**config.mk**
```make
export PLATFORM = sky130hd
export DESIGN_NAME = alarm_controller
export DESIGN_NICKNAME = d
export VERILOG_FILES = /design/src/rtl/alarm_controller_pkg.sv /design/src/rtl/alarm_controller_time_param_regs.sv /design/src/rtl/alarm_controller.sv
export SDC_FILE = /design/constraint.sdc
export NUM_CORES = 1
export LEC_CHECK = 0
export CAP_MARGIN = 20
export CELL_PAD_IN_SITES_DETAIL_PLACEMENT = 0
export CELL_PAD_IN_SITES_GLOBAL_PLACEMENT = 1
export CORE_MARGIN = 3
export CORE_UTILIZATION = 43
export CTS_CLUSTER_SIZE = 14
export DETAILED_ROUTE_END_ITERATION = 16
export PLACE_DENSITY_LB_ADDON = 0.1
export SYNTH_ARGS = -nofsm -noshare
export SYNTH_HDL_FRONTEND = slang
export SYNTH_SLANG_ARGS = --single-unit
```
**constraint.sdc**
```tcl
create_clock -name clock -period 5.25 [get_ports clock]
set_input_delay 1.05 -clock clock [delete_from_list [all_inputs] [get_ports clock]]
set_output_delay 1.05 -clock clock [all_outputs]
set_load 0.02 [all_outputs]
```
**src/rtl/alarm_controller_pkg.sv**
```systemverilog
// Shared definitions for the car alarm controller: state codes, delay-parameter
// selector codes and the width of a delay value in seconds.
package alarm_controller_pkg;

    localparam int unsigned TIME_W  = 4;
    localparam int unsigned SEL_W   = 2;
    localparam int unsigned STATE_W = 3;

    typedef enum logic [STATE_W-1:0] {
        DISARMED   = 3'd0,
        WAIT_OPEN  = 3'd1,
        WAIT_CLOSE = 3'd2,
        ARM_DELAY  = 3'd3,
        ARMED      = 3'd4,
        TRIGGERED  = 3'd5,
        SOUND      = 3'd6,
        SOUND_HOLD = 3'd7
    } state_t;

    localparam logic [SEL_W-1:0] SEL_ARM       = 2'd0;
    localparam logic [SEL_W-1:0] SEL_DRIVER    = 2'd1;
    localparam logic [SEL_W-1:0] SEL_PASSENGER = 2'd2;
    localparam logic [SEL_W-1:0] SEL_ALARM     = 2'd3;

    // States that run the shared countdown timer.
    function automatic logic is_timed(input state_t s);
        return (s == ARM_DELAY) || (s == TRIGGERED) || (s == SOUND_HOLD);
    endfunction

endpackage

```
**src/rtl/alarm_controller_time_param_regs.sv**
```systemverilog
// Four programmable delay registers (arm, driver, passenger, alarm hold).
// Ports:
//   clock, reset          - clock, async active-high reset (loads DEF_* values)
//   wr_en, wr_sel, wr_value - write port, one register per cycle
//   rd_sel, rd_value      - combinational read port
module time_param_regs
    import alarm_controller_pkg::*;
#(
    parameter int unsigned DEF_ARM       = 6,
    parameter int unsigned DEF_DRIVER    = 8,
    parameter int unsigned DEF_PASSENGER = 15,
    parameter int unsigned DEF_ALARM     = 10
) (
    input  logic              clock,
    input  logic              reset,
    input  logic              wr_en,
    input  logic [SEL_W-1:0]  wr_sel,
    input  logic [TIME_W-1:0] wr_value,
    input  logic [SEL_W-1:0]  rd_sel,
    output logic [TIME_W-1:0] rd_value
);

    logic [TIME_W-1:0] regs [4];

    // Parameter storage; a write takes effect from the following cycle.
    always_ff @(posedge clock or posedge reset) begin
        if (reset) begin
            regs[SEL_ARM]       <= TIME_W'(DEF_ARM);
            regs[SEL_DRIVER]    <= TIME_W'(DEF_DRIVER);
            regs[SEL_PASSENGER] <= TIME_W'(DEF_PASSENGER);
            regs[SEL_ALARM]     <= TIME_W'(DEF_ALARM);
        end else if (wr_en) begin
            regs[wr_sel] <= wr_value;
        end
    end

    assign rd_value = regs[rd_sel];

endmodule

```
**src/rtl/alarm_controller.sv**
```systemverilog
// Car anti-theft alarm sequencer. Tracks ignition and doors, sequences the
// arming / entry / siren delays through one shared countdown timer, and drives
// siren, status LED and fuel-pump enable. All outputs are registered.
// Ports:
//   clock, reset                  - clock, async active-high reset
//   ignition, door_driver, door_pass, hidden_sw, brake - debounced switches
//   reprogram, time_param_sel, time_value - delay parameter write
//   blink                         - external slow square wave for the LED
//   timer_expired                 - countdown timer done flag
//   timer_load, timer_en, timer_value - countdown timer control
//   siren, status_led, fuel_pump  - actuators
//   state                         - current state code for display
module alarm_controller
    import alarm_controller_pkg::*;
#(
    parameter int unsigned DEF_ARM       = 6,
    parameter int unsigned DEF_DRIVER    = 8,
    parameter int unsigned DEF_PASSENGER = 15,
    parameter int unsigned DEF_ALARM     = 10
) (
    input  logic               clock,
    input  logic               reset,
    input  logic               ignition,
    input  logic               door_driver,
    input  logic               door_pass,
    input  logic               hidden_sw,
    input  logic               brake,
    input  logic               reprogram,
    input  logic [SEL_W-1:0]   time_param_sel,
    input  logic [TIME_W-1:0]  time_value,
    input  logic               blink,
    input  logic               timer_expired,
    output logic               timer_load,
    output logic               timer_en,
    output logic [TIME_W-1:0]  timer_value,
    output logic               siren,
    output logic               status_led,
    output logic               fuel_pump,
    output logic [STATE_W-1:0] state
);

    state_t            state_q, state_d;
    logic [SEL_W-1:0]  rd_sel;
    logic [TIME_W-1:0] rd_value;
    logic              expired;
    logic              entering;
    logic              load_d, en_d, siren_d, led_d, fuel_d;
    logic [TIME_W-1:0] value_d;

    time_param_regs #(
        .DEF_ARM       (DEF_ARM),
        .DEF_DRIVER    (DEF_DRIVER),
        .DEF_PASSENGER (DEF_PASSENGER),
        .DEF_ALARM     (DEF_ALARM)
    ) u_params (
        .clock    (clock),
        .reset    (reset),
        .wr_en    (reprogram),
        .wr_sel   (time_param_sel),
        .wr_value (time_value),
        .rd_sel   (rd_sel),
        .rd_value (rd_value)
    );

    // Pick the delay that would be loaded if the current state enters a timed state.
    always_comb begin
        rd_sel = SEL_ARM;
        case (state_q)
            ARMED:   rd_sel = door_driver ? SEL_DRIVER : SEL_PASSENGER;
            SOUND:   rd_sel = SEL_ALARM;
            default: rd_sel = SEL_ARM;
        endcase
    end

    // Next state and next registered outputs.
    always_comb begin
        state_d = state_q;
        // A stale timer_expired during the load cycle is masked by timer_en.
        expired = timer_en & timer_expired;

        if (reprogram) begin
            state_d = ARMED;
        end else if (ignition) begin
            state_d = DISARMED;
        end else begin
            case (state_q)
                DISARMED:   state_d = WAIT_OPEN;
                WAIT_OPEN:  if (door_driver) state_d = WAIT_CLOSE;
                WAIT_CLOSE: if (!door_driver && !door_pass) state_d = ARM_DELAY;
                ARM_DELAY: begin
                    if (door_driver || door_pass) state_d = WAIT_CLOSE;
                    else if (expired)             state_d = ARMED;
                end
                ARMED:      if (door_driver || door_pass) state_d = TRIGGERED;
                TRIGGERED:  if (expired) state_d = SOUND;
                SOUND:      if (!door_driver && !door_pass) state_d = SOUND_HOLD;
                SOUND_HOLD: begin
                    if (door_driver || door_pass) state_d = SOUND;
                    else if (expired)             state_d = ARMED;
                end
                default:    state_d = ARMED;
            endcase
        end

        // Every timed state is entered from a different state, so a change of
        // state into a timed state marks its first cycle.
        entering = is_timed(state_d) && (state_d != state_q);
        load_d   = entering;
        en_d     = is_timed(state_d) && !entering;
        value_d  = entering ? rd_value : timer_value;
        siren_d  = (state_d == SOUND) || (state_d == SOUND_HOLD);

        led_d = 1'b0;
        case (state_d)
            ARMED:                        led_d = blink;
            TRIGGERED, SOUND, SOUND_HOLD: led_d = 1'b1;
            default:                      led_d = 1'b0;
        endcase

        // Fuel pump latches on the secret combination and holds while ignition is on.
        fuel_d = ignition & (fuel_pump | (hidden_sw & brake));
    end

    // State and output registers.
    always_ff @(posedge clock or posedge reset) begin
        if (reset) begin
            state_q     <= ARMED;
            timer_load  <= 1'b0;
            timer_en    <= 1'b0;
            timer_value <= '0;
            siren       <= 1'b0;
            status_led  <= 1'b0;
            fuel_pump   <= 1'b0;
        end else begin
            state_q     <= state_d;
            timer_load  <= load_d;
            timer_en    <= en_d;
            timer_value <= value_d;
            siren       <= siren_d;
            status_led  <= led_d;
            fuel_pump   <= fuel_d;
        end
    end

    assign state = STATE_W'(state_q);

endmodule

```
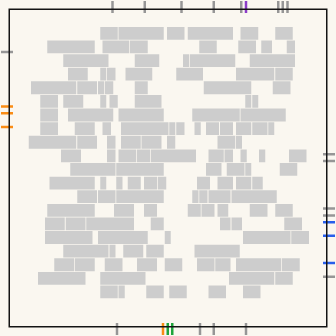
**Above:** run 1 (I/O pins on the die edge).
Pins as bars across the die edge, other pins in gray.
- purple: timer_load (pins 1; direction output; edge top)
- green: time_param_sel (pins 2; direction input; edge bottom)
- orange: time_value (pins 4; direction input; edge 3 left, 1 bottom)
- blue: state (pins 3; direction output; edge right)
- all pins by edge: 9 top, 8 right, 7 bottom, 4 left
port bufs: 27
Die X-Extent: 63.1 µm
vertical extent of the die: 63.1 µm

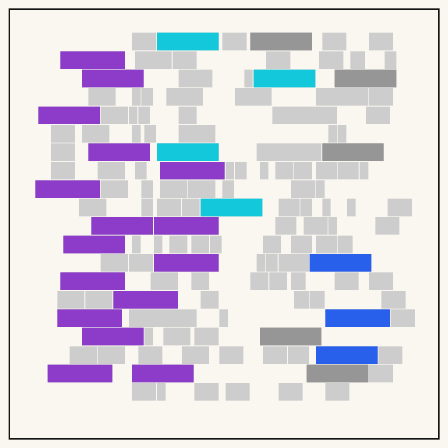
**Above:** run 1 (sequential cells colored by netlist name).
Other sequential cells in the stronger gray, the rest of the logic in the fainter gray.
- cyan: timer_value (placed flops 4)
- blue: state (placed flops 3)
- purple: u_params.regs (placed flops 16)

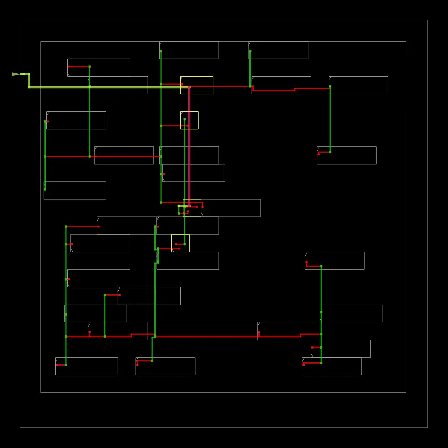
**Above:** run 1 (clock nets).
TritonCTS Buffers: 3
insertion delay to the later sink of the worst-skew pair: 0.32 ns
clock skew: 0.00742 ns

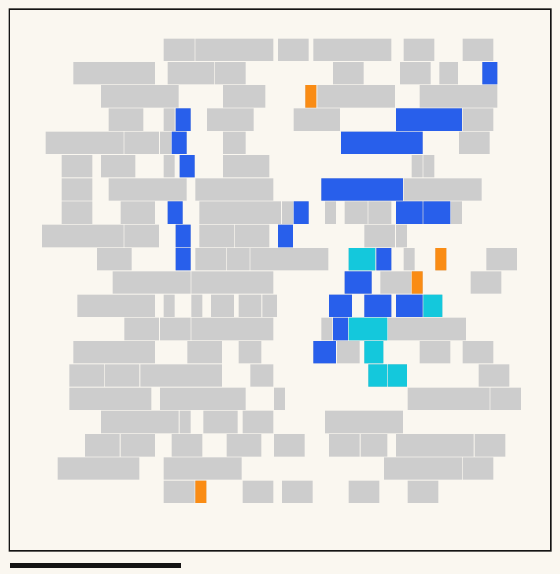
**Above:** run 1 (selected gate families).
Scale bar: 20 µm.
- orange: inverters (cells 4)
- blue: inverting AOI/OAI gates (cells 21)
- cyan: AND and OR gates (cells 6)

==> run notes, run 1 <==
Of all the cell area in the finished design, non-clock buffers hold 16.8%. Registers take 713 µm². The power report attributes to the clock group a share of 18.9%.

With the sum of net half-perimeters after detailed placement at 2010 µm, the count of library flops with an enable pin is 0. Looking at the worst setup and hold paths, the clock pins of their registers show a slew of 0.15 ns. For the maximum level of the CTS H-tree, the log shows 1.

The first TritonRoute pass finished after 4 iterations. The most frequently used cell type in the post-synthesis netlist was sky130_fd_sc_hd__dfrtp_1. With the slew of the pin with the lowest slew margin at 0.677 ns, the worst path required time is 4.20 ns. The cell count in the Yosys report came out at 112. The highest routing layer actually used is met4. The tools report the critical register-to-register path startpoint as state[1]. Entering global routing, the biggest net connects 29 pins. The power per cell area is 309 nW/µm².

With the final core area utilization at 57.6%, the delay of the slowest critical-path stage is 0.81 ns. For the combinational group, total power comes out at 157 µW. In the power breakdown, the internal column shows 397 µW. The portion of the post-synthesis area used by sequential elements was 50.8%.

The depth of the critical timing path with buffers and inverters included is 1. The register with the most flip-flops in the layout has 16 of them. Per the power-grid run, VDD falls by no more than 0.153 mV. The longest clock path from root to sink contains 2 buffers. The run gives 55.4% for the share of the clock period used by the worst path. Buffer count from post-CTS setup fixing: 0. The post-synthesis adder-cell area fraction works out to 0%. With the post-placement worst setup slack at 2.13 ns, the area growth from synthesis to final layout is 26.3%. The total number of warnings across the stage logs was 26.

The floorplan has 20 rows. Synthesis produced a netlist whose cell count is 112. Global routing consumed, on the met2 layer, 25.4% of the routing resources. Summed over all routing layers, the global router reports a total usage of 14.6%. Hold repair after CTS inserted 0 buffers. The logs give 0 for the leftover overflow at the end of global routing and 3990 µm² for the overall chip area. By count the netlist is led by sky130_fd_sc_hd__dfrtp_1, sky130_fd_sc_hd__mux2_2, sky130_fd_sc_hd__dfstp_2. The clock tree has to reach 28 sinks.

The end point of the critical path was state[1]. The most critical hold endpoint after final layout shows a slack of 0.525 ns. The portion of total power attributed to combinational logic came out at 28.7%. The smallest clock period supported by the final layout is computed as 2.91 ns. Sum of met3 wire segment lengths after detailed routing: 98 µm. Counting every net in the synthesized netlist gives 128. In this run, the synthesized area fraction spent on xor and xnor cells is recorded as 0%. The plain and repair buffers instantiated in the layout total 28. The largest register by flop count is u_params.regs. Checking max transition, the worst relative margin is 54.8%.

Multi-input logic gates represent a cell area share of 37.0%. According to the hold report, the worst path is of the flip-flop to flip-flop type. The register bit total from synthesis came out at 28.

The family with the most delay on the worst path was flip-flops. Dominant non-sequential cell family after synthesis: multiplexers. Traced cell by cell, the critical path runs through clkdlybuf4s50_1. The logs give 185 for the number of standard cells in the layout, taps in and fillers out and 0 for the remaining design rule violation count.

The run finished with clean final reports. The clock root buffer is sky130_fd_sc_hd__clkbuf_4. The run gives 280 as the total of fill cells in the finished design. With the final hold violation count at 0, the share of the synthesized area in the top cell type is 32.1%.

The worst setup path category is flip-flop to output port. The run gives 0 for the number of warning messages in the yosys log. Dominant register cell: sky130_fd_sc_hd__dfrtp_1. The run gives 287 µW for the power of the sequential group.

The clock network takes up 2.05% of total cell area after layout. In this build the clock could be raised as far as 0.344 GHz. TritonCTS built the clock tree. The top power consumer group was sequential cells.

The run gives 12.5 µm² for the mean post-synth cell area. The largest cell class by area is flip-flops and latches. The total cell area at the placement stage came out at 1710 µm². The fraction of the mapped netlist area in compound gates is 14.7%, and the routed wire length per instance is 14.9 µm. Final-layout setup total negative slack: 0 ns. Pin placement for this block handled 28 I/O pins. The run gives 18.4% as the met1 capacity usage during global routing. Sorting the Yosys area breakdown by cell type puts at the top sky130_fd_sc_hd__dfrtp_1. The post-route report lists met1 wire length as 1150 µm. The most common logic cells in the final layout are sky130_fd_sc_hd__clkdlybuf4s50_1, sky130_fd_sc_hd__dfrtp_1, sky130_fd_sc_hd__mux2_2, sky130_fd_sc_hd__dfstp_2, sky130_fd_sc_hd__nand2_1. For the initial antenna violation count, the log shows 0. Looking at the hold checks, the worst path lands on u_params.regs[15]. With the area fraction in mux cells at 20.0%, the met2 routed wirelength is 1480 µm.

In the final layout, flip-flops and latches take up 40.2% of the cell area. Total power for the finished layout comes to 548 µW. Data on the critical path arrives at its endpoint at 1.86 ns. The number of stages on the worst hold path works out to 1.

With the power consumed by the clock network at 104 µW, the sequential cell count of the final layout is 28. The gate-level netlist out of Yosys references 33 unique cell types. Detailed routing inserted a total of 947 vias.

After routing the design area is 1770 µm². The non-clock inverters instantiated in the layout total 4. The tools report the total of cells resized after clock tree synthesis as 0. In the layout the tool counted multi-input logic cells amounting to 77.

The tools report the sequential fraction of design power as 52.4%. Busiest layer in global routing: met2. Sorting the synthesized cells by area gives the leading types as sky130_fd_sc_hd__dfrtp_1, sky130_fd_sc_hd__dfstp_2, sky130_fd_sc_hd__mux2_2, sky130_fd_sc_hd__mux2_4, sky130_fd_sc_hd__o311ai_4. The tools report the startpoint of the lowest-slack hold path as u_params.regs[15]. The cell area that synthesis handed to floorplanning was 1400 µm². The global-route wire length before repair was 4650 µm. Routing resource usage on met3 recorded by global route was 2.14%.

The via count of the first global-routing pass was 1015; the minimum setup slack among reg-to-reg paths was 3.16 ns. With the post-route antenna net violation count at 0, the number of placed cells counting well taps is 180. Proportion of register bits with asynchronous set or reset after synthesis: 100%. The final max-slew violation count recorded for this run is 0.

The total inserted antenna cells is 0. The number of cells on the worst reg-to-reg path came out at 5. In this run the critical register-to-register path is captured at timer_value[0].
**Run 1: wiring by layer**

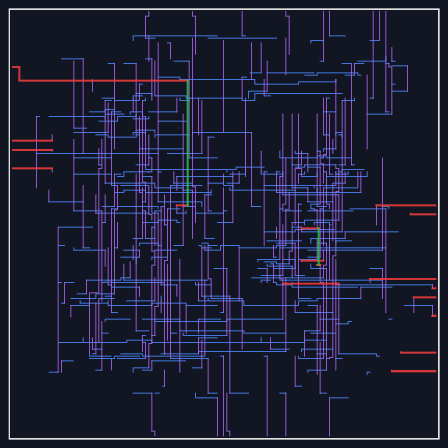

## Run 2: what changed since run 1
--- a/config.mk
+++ b/config.mk
@@ -9,7 +9,7 @@
 export CELL_PAD_IN_SITES_DETAIL_PLACEMENT = 0
 export CELL_PAD_IN_SITES_GLOBAL_PLACEMENT = 1
 export CORE_MARGIN = 3
-export CORE_UTILIZATION = 43
+export CORE_UTILIZATION = 36
 export CTS_CLUSTER_SIZE = 14
 export DETAILED_ROUTE_END_ITERATION = 16
 export PLACE_DENSITY_LB_ADDON = 0.1
==> constraint.sdc (replaced) <==
create_clock -name clock -period 2.5 [get_ports clock]
set_input_delay 0.5 -clock clock [delete_from_list [all_inputs] [get_ports clock]]
set_output_delay 0.5 -clock clock [all_outputs]
set_load 0.02 [all_outputs]
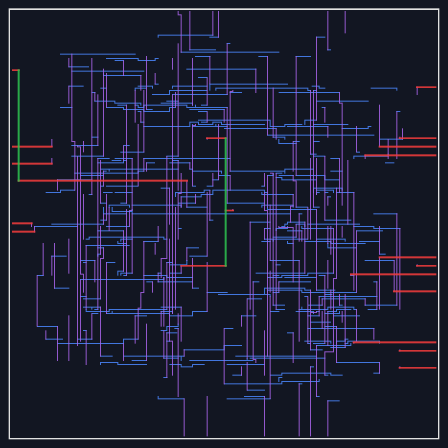
**Above:** run 2 (wiring by layer).
- purple: metal 2 (wire length 1450 µm)
- red: metal 3 (wire length 143 µm)
- green: metal 4 (wire length 38.1 µm)
- blue: metal 1 (wire length 1220 µm)
wire length after detailed routing: 2840 µm
mean routed wirelength per cell: 14.6 µm

==> run 2 against run 1 <==
  * Die size rose by 18%
  * Non-clock buffer count is 5 higher
  * Worst hold slack got worse by 0.012 ns
  * Clock power rose by 140%
  * Synthesized cell count stayed put
  * Sequential power increased by 110%
==> run notes, run 2 <==
The count of library flops with an enable pin works out to 0 (unchanged). The run gives 970 (was 947) as the vias after detailed routing. Internal power: 860 µW (was 397 µW). The total chip power was 1.18 mW (was 548 µW); the slew of the pin with the lowest slew margin was 0.656 ns (was 0.677 ns).

The area growth from synthesis to final layout was 28.5% (was 26.3%). The die height is 68.4 µm (was 63.1 µm). The run gives 323 µW (was 151 µW) as the net switching component of the power. The logs give 0 (unchanged) for the total of cells resized after clock tree synthesis and 0 (unchanged) for the number of pins exceeding their max-slew limit in the final report. The run gives 20.0% (unchanged) for the area fraction in mux cells. The sum of met3 wire segment lengths after detailed routing was 143 µm (was 98 µm); the flip-flop count of the largest register, all copies and words added was 16 (unchanged). The proportion of register bits with asynchronous set or reset after synthesis is 100% (unchanged). The endpoint type of the worst setup path was an output port (unchanged). The share of the clock period used by the worst path is 90.7%, and the average vias per placed instance is 5.00 (was 5.12). The tally of clock buffers in the finished layout was 4 (unchanged); the portion of total power attributed to combinational logic was 28.3% (was 28.7%). The portion of the post-synthesis area used by sequential elements came out at 50.8% (unchanged). The number of rows created at floorplan is 22 (was 20), and the remaining max-slew budget at the tightest pin is 56.2% (was 54.8%). For the fraction of met3 tracks used by global routing, the log shows 3.28% (was 2.14%). The run gives 0.00699 ns (was 0.00742 ns) for the post-route clock skew.

With the number of cells on the worst reg-to-reg path at 5 (unchanged), the number of warning messages in the yosys log is 0 (unchanged). Critical register-to-register path startpoint: state[1] (unchanged). The run gives 29 (unchanged) for the largest net degree at the start of global routing. The total number of warnings across the stage logs was 26 (unchanged).

The mean post-synth cell area came out at 12.5 µm² (unchanged). The met1 capacity usage during global routing came out at 16.6% (was 18.4%). The run gives 713 µm² (unchanged) for the sequential standard cell area.

The run gives 36.3% (was 37.0%) for the share of cell area taken by multi-input logic gates. With the power of the sequential group at 603 µW (was 287 µW), the total inserted antenna cells is 0 (unchanged). The sum of net half-perimeters after detailed placement was 2220 µm (was 2010 µm). Startpoint of the lowest-slack hold path: u_params.regs[8] (was u_params.regs[15]). The tools report the total nets after synthesis as 128 (unchanged).

The delay of the slowest critical-path stage came out at 0.77 ns (was 0.81 ns). Dominant non-sequential cell family after synthesis: multiplexers (unchanged). The TritonCTS buffer count came out at 3 (unchanged). Top cells by count, synth: sky130_fd_sc_hd__dfrtp_1, sky130_fd_sc_hd__mux2_2, sky130_fd_sc_hd__dfstp_2 (unchanged). For the total number of clock tree sinks, the log shows 28 (unchanged). The run gives 13.8% (was 14.6%) as the total global routing track utilization. The number of stages on the worst hold path came out at 1 (unchanged). For the cell count in the Yosys report, the log shows 112 (unchanged). The overall chip area came out at 4680 µm² (was 3990 µm²).

The met2 routed wirelength is 1450 µm (was 1480 µm). The tools report the worst path required time as 2.00 ns (was 4.20 ns). For the clock insertion delay at the later pin of the skew report, the log shows 0.27 ns (was 0.32 ns). Reg-to-reg critical path endpoint: timer_value[3] (was timer_value[0]). The run gives 0.100 ns (was 2.13 ns) as the post-placement worst setup slack. The share of the synthesized area in the top cell type came out at 32.1% (unchanged). The register with the most flip-flops was u_params.regs (unchanged). The run gives 0 (unchanged) for the number of hold-repair buffers added at the cts stage. The largest cell class by area was flip-flops and latches (unchanged). The tools report the clock root buffer as sky130_fd_sc_hd__clkbuf_8 (was sky130_fd_sc_hd__clkbuf_4). The number of standard cells in the layout, taps in and fillers out came out at 194 (was 185). The tools report the destination of the worst hold path as u_params.regs[8] (was u_params.regs[15]). The run gives 0 (unchanged) as the initial antenna violation count. The remaining design rule violation count was 0 (unchanged).

The fraction of the mapped netlist area in compound gates works out to 14.7% (unchanged). The detailed-routing iteration count for the pre-antenna-repair pass is 3 (was 4), and the via count of the first global-routing pass is 1004 (was 1015). The run gives 2.50% (was 2.05%) for the clock buffer and inverter area fraction after layout.

The run gives 1760 µm² (was 1710 µm²) for the total cell area at the placement stage. Worst setup path category: flip-flop to output port (unchanged). The run finished with clean final reports. The depth of the critical timing path with buffers and inverters included is 1 (unchanged). The number of non-clock buffers is 33 (was 28). The width of the die works out to 68.4 µm (was 63.1 µm). The path category of the worst min-delay check was flip-flop to flip-flop (unchanged). For the instance tally after logic synthesis, the log shows 112 (unchanged). The highest routing layer actually used was met4 (unchanged). The flow reports an fmax of 0.441 GHz. The number of violations of the max-capacitance limit came out at 0 (unchanged). Most frequent logic cells in the routed design: sky130_fd_sc_hd__clkdlybuf4s50_1, sky130_fd_sc_hd__dfrtp_1, sky130_fd_sc_hd__mux2_2, sky130_fd_sc_hd__dfstp_2, sky130_fd_sc_hd__nand2_1 (unchanged). The run gives 51.0% (was 52.4%) for the sequential fraction of design power.

The clock share of power came out at 20.8% (was 18.9%). The flip-flop and latch share of the layout cell area was 39.5% (was 40.2%); the time the final worst path needs with I/O delays and setup was 2.27 ns. The buffer count from post-CTS setup fixing came out at 0 (unchanged). The tools report the wire length on met1 as 1220 µm (was 1150 µm). TritonCTS built the clock tree.

The power consumed by the clock network was 246 µW (was 104 µW). Critical Path, Cell by Cell: clkdlybuf4s50_1 (unchanged). The register bit total from synthesis works out to 28 (unchanged). The busiest layer in global routing was met2 (unchanged). The run gives 335 µW (was 157 µW) as the total combinational power. The tools report the final hold violation count as 0 (unchanged).

The post-synthesis adder-cell area fraction was 0% (unchanged); the clock transition time at the flip-flop clock pins of the worst setup and hold paths was 0.08 ns (was 0.15 ns). Maximum ir drop on the vdd rail: 0.281 mV (was 0.153 mV). The fraction of synthesized cell area in xor and xnor cells is 0% (unchanged), and the minimum setup slack among reg-to-reg paths is 0.57 ns (was 3.16 ns). The power per cell area is 656 nW/µm² (was 309 nW/µm²). The cell taking the most area after synthesis was sky130_fd_sc_hd__dfrtp_1 (unchanged). Most frequently used cell type in the post-synthesis netlist: sky130_fd_sc_hd__dfrtp_1 (unchanged).

Final instance area: 1800 µm² (was 1770 µm²). The number of input and output port buffers inserted is 27 (unchanged), and the maximum level of the CTS H-tree is 1 (unchanged). For the endpoint arrival time on the critical path, the log shows 1.77 ns (was 1.86 ns). The top power consumer group was sequential cells (unchanged).

Main area contributors: sky130_fd_sc_hd__dfrtp_1, sky130_fd_sc_hd__dfstp_2, sky130_fd_sc_hd__mux2_2, sky130_fd_sc_hd__mux2_4, sky130_fd_sc_hd__o311ai_4 (unchanged). Worst-path cell with the longest stage delay: sky130_fd_sc_hd__dfrtp_1 (unchanged). The tools report the top-level I/O count as 28 (unchanged). Number of multi-input combinational cells in the layout: 77 (unchanged). The sequential cell count of the final layout is 28 (unchanged), and the number of different library cells in the post-synthesis netlist is 33 (unchanged). The cell area after synthesis was 1400 µm² (unchanged); the total of fill cells in the finished design was 352 (was 280). For the met2 track utilization from global routing, the log shows 24.1% (was 25.4%). The family with the most delay on the worst path was flip-flops (unchanged). The buffer share of cell area came out at 17.5% (was 16.8%). The end point of the critical path is state[1] (unchanged). The dominant register cell is sky130_fd_sc_hd__dfrtp_1 (unchanged).

The run gives 0.513 ns (was 0.525 ns) as the hold slack. The final-layout setup total negative slack is 0 ns (unchanged), and the count of inverters not on the clock network in the layout is 4 (unchanged). The final core area utilization was 48.6% (was 57.6%). With the number of placed cells counting well taps at 190 (was 180), the maximum buffer depth of the clock tree is 2 (unchanged). The global-route wire length before repair is 4690 µm (was 4650 µm).

The leftover overflow at the end of global routing was 0 (unchanged); the post-route antenna net violation count was 0 (unchanged).
**Run 2: sequential cells colored by netlist name**

Other sequential cells in the stronger gray, the rest of the logic in the fainter gray.
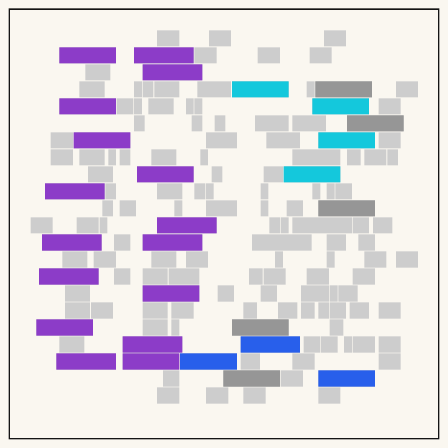

## Run 3: what changed since run 2
--- a/config.mk
+++ b/config.mk
@@ -8,7 +8,7 @@
 export CAP_MARGIN = 20
 export CELL_PAD_IN_SITES_DETAIL_PLACEMENT = 0
 export CELL_PAD_IN_SITES_GLOBAL_PLACEMENT = 1
-export CORE_MARGIN = 3
+export CORE_MARGIN = 2
 export CORE_UTILIZATION = 36
 export CTS_CLUSTER_SIZE = 14
 export DETAILED_ROUTE_END_ITERATION = 16
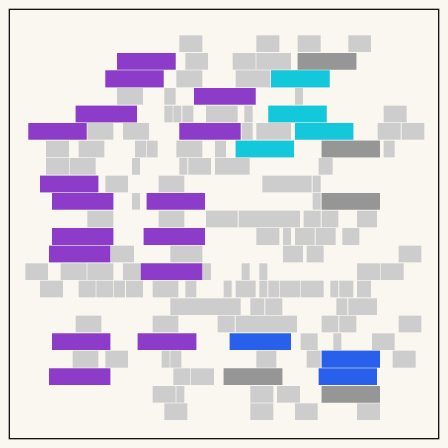
**Above:** run 3 (sequential cells colored by netlist name).
Other sequential cells in the stronger gray, the rest of the logic in the fainter gray.
- cyan: timer_value (placed flops 4)
- blue: state (placed flops 3)
- purple: u_params.regs (placed flops 16)
- not colored: 5
FF+latch area: 713 µm²
Seq power: 604 µW
share of cell area taken by flip-flops and latches: 39.0%
utilization after layout: 49.3%

==> run 3 against run 2 <==
  * Sequential power barely moved
  * Total power increased by 9.1%
  * Maximum frequency up 0.20%
  * Routed wire length down 2.4%
  * Global-route usage up 0.72 points
  * Via count grew 0.41%
  * Non-clock buffer count unchanged
  * Sequential cell count did not move
  * First-iteration DRC count shrank 27%
  * Combinational power hardly changed
  * Final cell count unchanged
  * Critical path depth stayed put
  * Critical path type unchanged
==> run notes, run 3 <==
Main area contributors: sky130_fd_sc_hd__dfrtp_1, sky130_fd_sc_hd__dfstp_2, sky130_fd_sc_hd__mux2_2, sky130_fd_sc_hd__mux2_4, sky130_fd_sc_hd__o311ai_4 (unchanged). The most frequently used cell type in the post-synthesis netlist was sky130_fd_sc_hd__dfrtp_1 (unchanged). The tools report the worst setup path startpoint as state[1] (unchanged). With the total cell area at the placement stage at 1760 µm² (unchanged), the initial antenna violation count is 0 (unchanged).

TritonCTS built the clock tree. The minimum setup slack among reg-to-reg paths came out at 0.57 ns (about the same). The routed wire length per instance is 14.3 µm (was 14.6 µm), and the post-placement worst setup slack is 0.0737 ns (was 0.100 ns). The run gives 0.10 ns (was 0.08 ns) for the clock transition time at the flip-flop clock pins of the worst setup and hold paths. The path category of the worst min-delay check is flip-flop to flip-flop (unchanged).

The run gives 2.00 ns (about the same) for the worst path required time. The run gives 2170 µm (was 2220 µm) as the sum of net half-perimeters after detailed placement. The run gives 128 (unchanged) as the total nets after synthesis. The instance tally after logic synthesis was 112 (unchanged); the flip-flop count of the largest register, all copies and words added was 16 (unchanged). Register with the most flip-flops: u_params.regs (unchanged). Delay of the slowest critical-path stage: 0.77 ns (about the same).

The number of multi-input combinational cells in the layout came out at 77 (unchanged). The logs give 961 µW (was 860 µW) for the internal power and 46.8% (was 51.0%) for the sequential fraction of design power. For the number of different library cells in the post-synthesis netlist, the log shows 33 (unchanged). The run gives 20.0% (unchanged) for the area fraction in mux cells.

The maximum ir drop on the vdd rail is 0.323 mV (was 0.281 mV). Clock root buffer: sky130_fd_sc_hd__clkbuf_8 (unchanged). The number of pins exceeding their max-slew limit in the final report was 0 (unchanged); the number of stages on the worst hold path was 1 (unchanged). Most frequent logic cells in the routed design: sky130_fd_sc_hd__clkdlybuf4s50_1, sky130_fd_sc_hd__dfrtp_1, sky130_fd_sc_hd__mux2_2, sky130_fd_sc_hd__dfstp_2, sky130_fd_sc_hd__nand2_1 (unchanged). The wire length on met1 was 1290 µm (was 1220 µm). The tools report the destination of the worst hold path as u_params.regs[8] (unchanged). The maximum level of the CTS H-tree came out at 1 (unchanged). The cell count in the Yosys report is 112 (unchanged), and the net switching component of the power is 330 µW (was 323 µW).

Top cells by count, synth: sky130_fd_sc_hd__dfrtp_1, sky130_fd_sc_hd__mux2_2, sky130_fd_sc_hd__dfstp_2 (unchanged). With the number of placed cells counting well taps at 190 (unchanged), the clock share of power is 27.4% (was 20.8%). The time the final worst path needs with I/O delays and setup came out at 2.26 ns (was 2.27 ns). The buffer count from post-CTS setup fixing came out at 0 (unchanged). The run gives 25.8% (was 28.3%) as the portion of total power attributed to combinational logic. The post-route clock skew is 0.00778 ns (was 0.00699 ns), and the register bit total from synthesis is 28 (unchanged).

With the largest net degree at the start of global routing at 29 (unchanged), the final hold violation count is 0 (unchanged). Dominant non-sequential cell family after synthesis: multiplexers (unchanged). Reg-to-reg critical path endpoint: timer_value[0] (was timer_value[3]). Portion of the post-synthesis area used by sequential elements: 50.8% (unchanged). Share of the clock period used by the worst path: 90.5% (was 90.7%). Average vias per placed instance: 5.02 (was 5.00). The largest cell class by area is flip-flops and latches (unchanged). The number of buffers and inverters on the critical path came out at 1 (unchanged). The number of standard cells in the layout, taps in and fillers out was 194 (unchanged); the hold slack was 0.517 ns (was 0.513 ns). The tally of clock buffers in the finished layout was 3 (was 4); the number of warning messages in the yosys log was 0 (unchanged). The tools report the remaining design rule violation count as 0 (unchanged).

The highest routing layer actually used is met4 (unchanged). Maximum clock frequency: 0.442 GHz (was 0.441 GHz). The total of cells resized after clock tree synthesis is 0 (unchanged). The run gives 656 µm² (unchanged) for the logic area. The logs give 0.774 nW (was 0.761 nW) for the leakage power total and 28 (unchanged) for the total number of clock tree sinks. The sequential cell count of the final layout is 28 (unchanged), and the overall chip area is 4410 µm² (was 4680 µm²). The run gives 30.4% (was 28.5%) for the area growth from synthesis to final layout.

Clock insertion delay at the later pin of the skew report: 0.27 ns (about the same). The detailed-routing iteration count for the pre-antenna-repair pass was 4 (was 3); the depth of the critical timing path with buffers and inverters included was 1 (unchanged). The family with the most delay on the worst path was flip-flops (unchanged). Total routed wirelength: 2770 µm (was 2840 µm).

The top logic cell by instance count in the layout is sky130_fd_sc_hd__clkdlybuf4s50_1 (unchanged). The cell area after synthesis was 1400 µm² (unchanged); the total chip power was 1.29 mW (was 1.18 mW). Well-tap cell count: 48 (unchanged). Critical Path, Cell by Cell: clkdlybuf4s50_1 (unchanged). The run gives 0 (unchanged) as the leftover overflow at the end of global routing. The tools report the total global routing track utilization as 14.6% (was 13.8%).

The share of the synthesized area in the top cell type came out at 32.1% (unchanged). The met1 capacity usage during global routing was 19.9% (was 16.6%). The startpoint kind of the worst setup timing path was a flip-flop (unchanged). The fraction of synthesized cell area in xor and xnor cells came out at 0% (unchanged).

With the final instance area at 1830 µm² (was 1800 µm²), the TritonCTS buffer count is 3 (unchanged). The met2 track utilization from global routing was 22.9% (was 24.1%). The run gives 22 (unchanged) as the number of rows created at floorplan. The clock buffer and inverter area fraction after layout works out to 3.90% (was 2.50%).

Remaining max-slew budget at the tightest pin: 56.7% (was 56.2%). The top power consumer group was sequential cells (unchanged). The run finished with clean final reports.

The post-synthesis adder-cell area fraction works out to 0% (unchanged). The run gives 0 (unchanged) for the total inserted antenna cells. The maximum buffer depth of the clock tree came out at 2 (unchanged). The run gives 28 (unchanged) as the top-level I/O count.

The count of inverters not on the clock network in the layout works out to 4 (unchanged). The run gives 26 (unchanged) for the total number of warnings across the stage logs. The busiest layer in global routing is met2 (unchanged).

The tools report the startpoint of the lowest-slack hold path as u_params.regs[8] (unchanged). With the met2 routed wirelength at 1350 µm (was 1450 µm), the synthesized-area fraction occupied by and/or/nand/nor cells is 12.0% (unchanged). The share of cell area taken by multi-input logic gates is 35.8% (was 36.3%). The dominant register cell is sky130_fd_sc_hd__dfrtp_1 (unchanged). The end point of the critical path is state[1] (unchanged).

With the number of cells on the worst reg-to-reg path at 5 (unchanged), the number of hold-repair buffers added at the cts stage is 0 (unchanged). The number of input and output port buffers inserted came out at 27 (unchanged). The width of the die was 66.4 µm (was 68.4 µm). Endpoint type of the worst setup path: an output port (unchanged). Post-route antenna net violation count: 0 (unchanged). The fraction of the mapped netlist area in compound gates came out at 14.7% (unchanged). The fraction of met3 tracks used by global routing was 2.73% (was 3.28%). The die height was 66.4 µm (was 68.4 µm); the power per cell area was 705 nW/µm² (was 656 nW/µm²). The number of non-clock buffers is 33 (unchanged).

The tools report the global-route wire length before repair as 4730 µm (was 4690 µm). The slew of the pin with the lowest slew margin came out at 0.649 ns (was 0.656 ns). The proportion of register bits with asynchronous set or reset after synthesis came out at 100% (unchanged).

The run gives 0 (unchanged) for the count of library flops with an enable pin. For the via count of the first global-routing pass, the log shows 932 (was 1004). The cell taking the most area after synthesis was sky130_fd_sc_hd__dfrtp_1 (unchanged).

The run gives 100 µm (was 143 µm) as the sum of met3 wire segment lengths after detailed routing. Worst setup path category: flip-flop to output port (unchanged). The total combinational power was 334 µW (was 335 µW); the total of fill cells in the finished design was 355 (was 352).

The mean post-synth cell area was 12.5 µm² (unchanged). For the number of violations of the max-capacitance limit, the log shows 0 (unchanged). Worst-path cell with the longest stage delay: sky130_fd_sc_hd__dfrtp_1 (unchanged).
Power figures rest on the tool's default switching activity, not on a simulated workload.
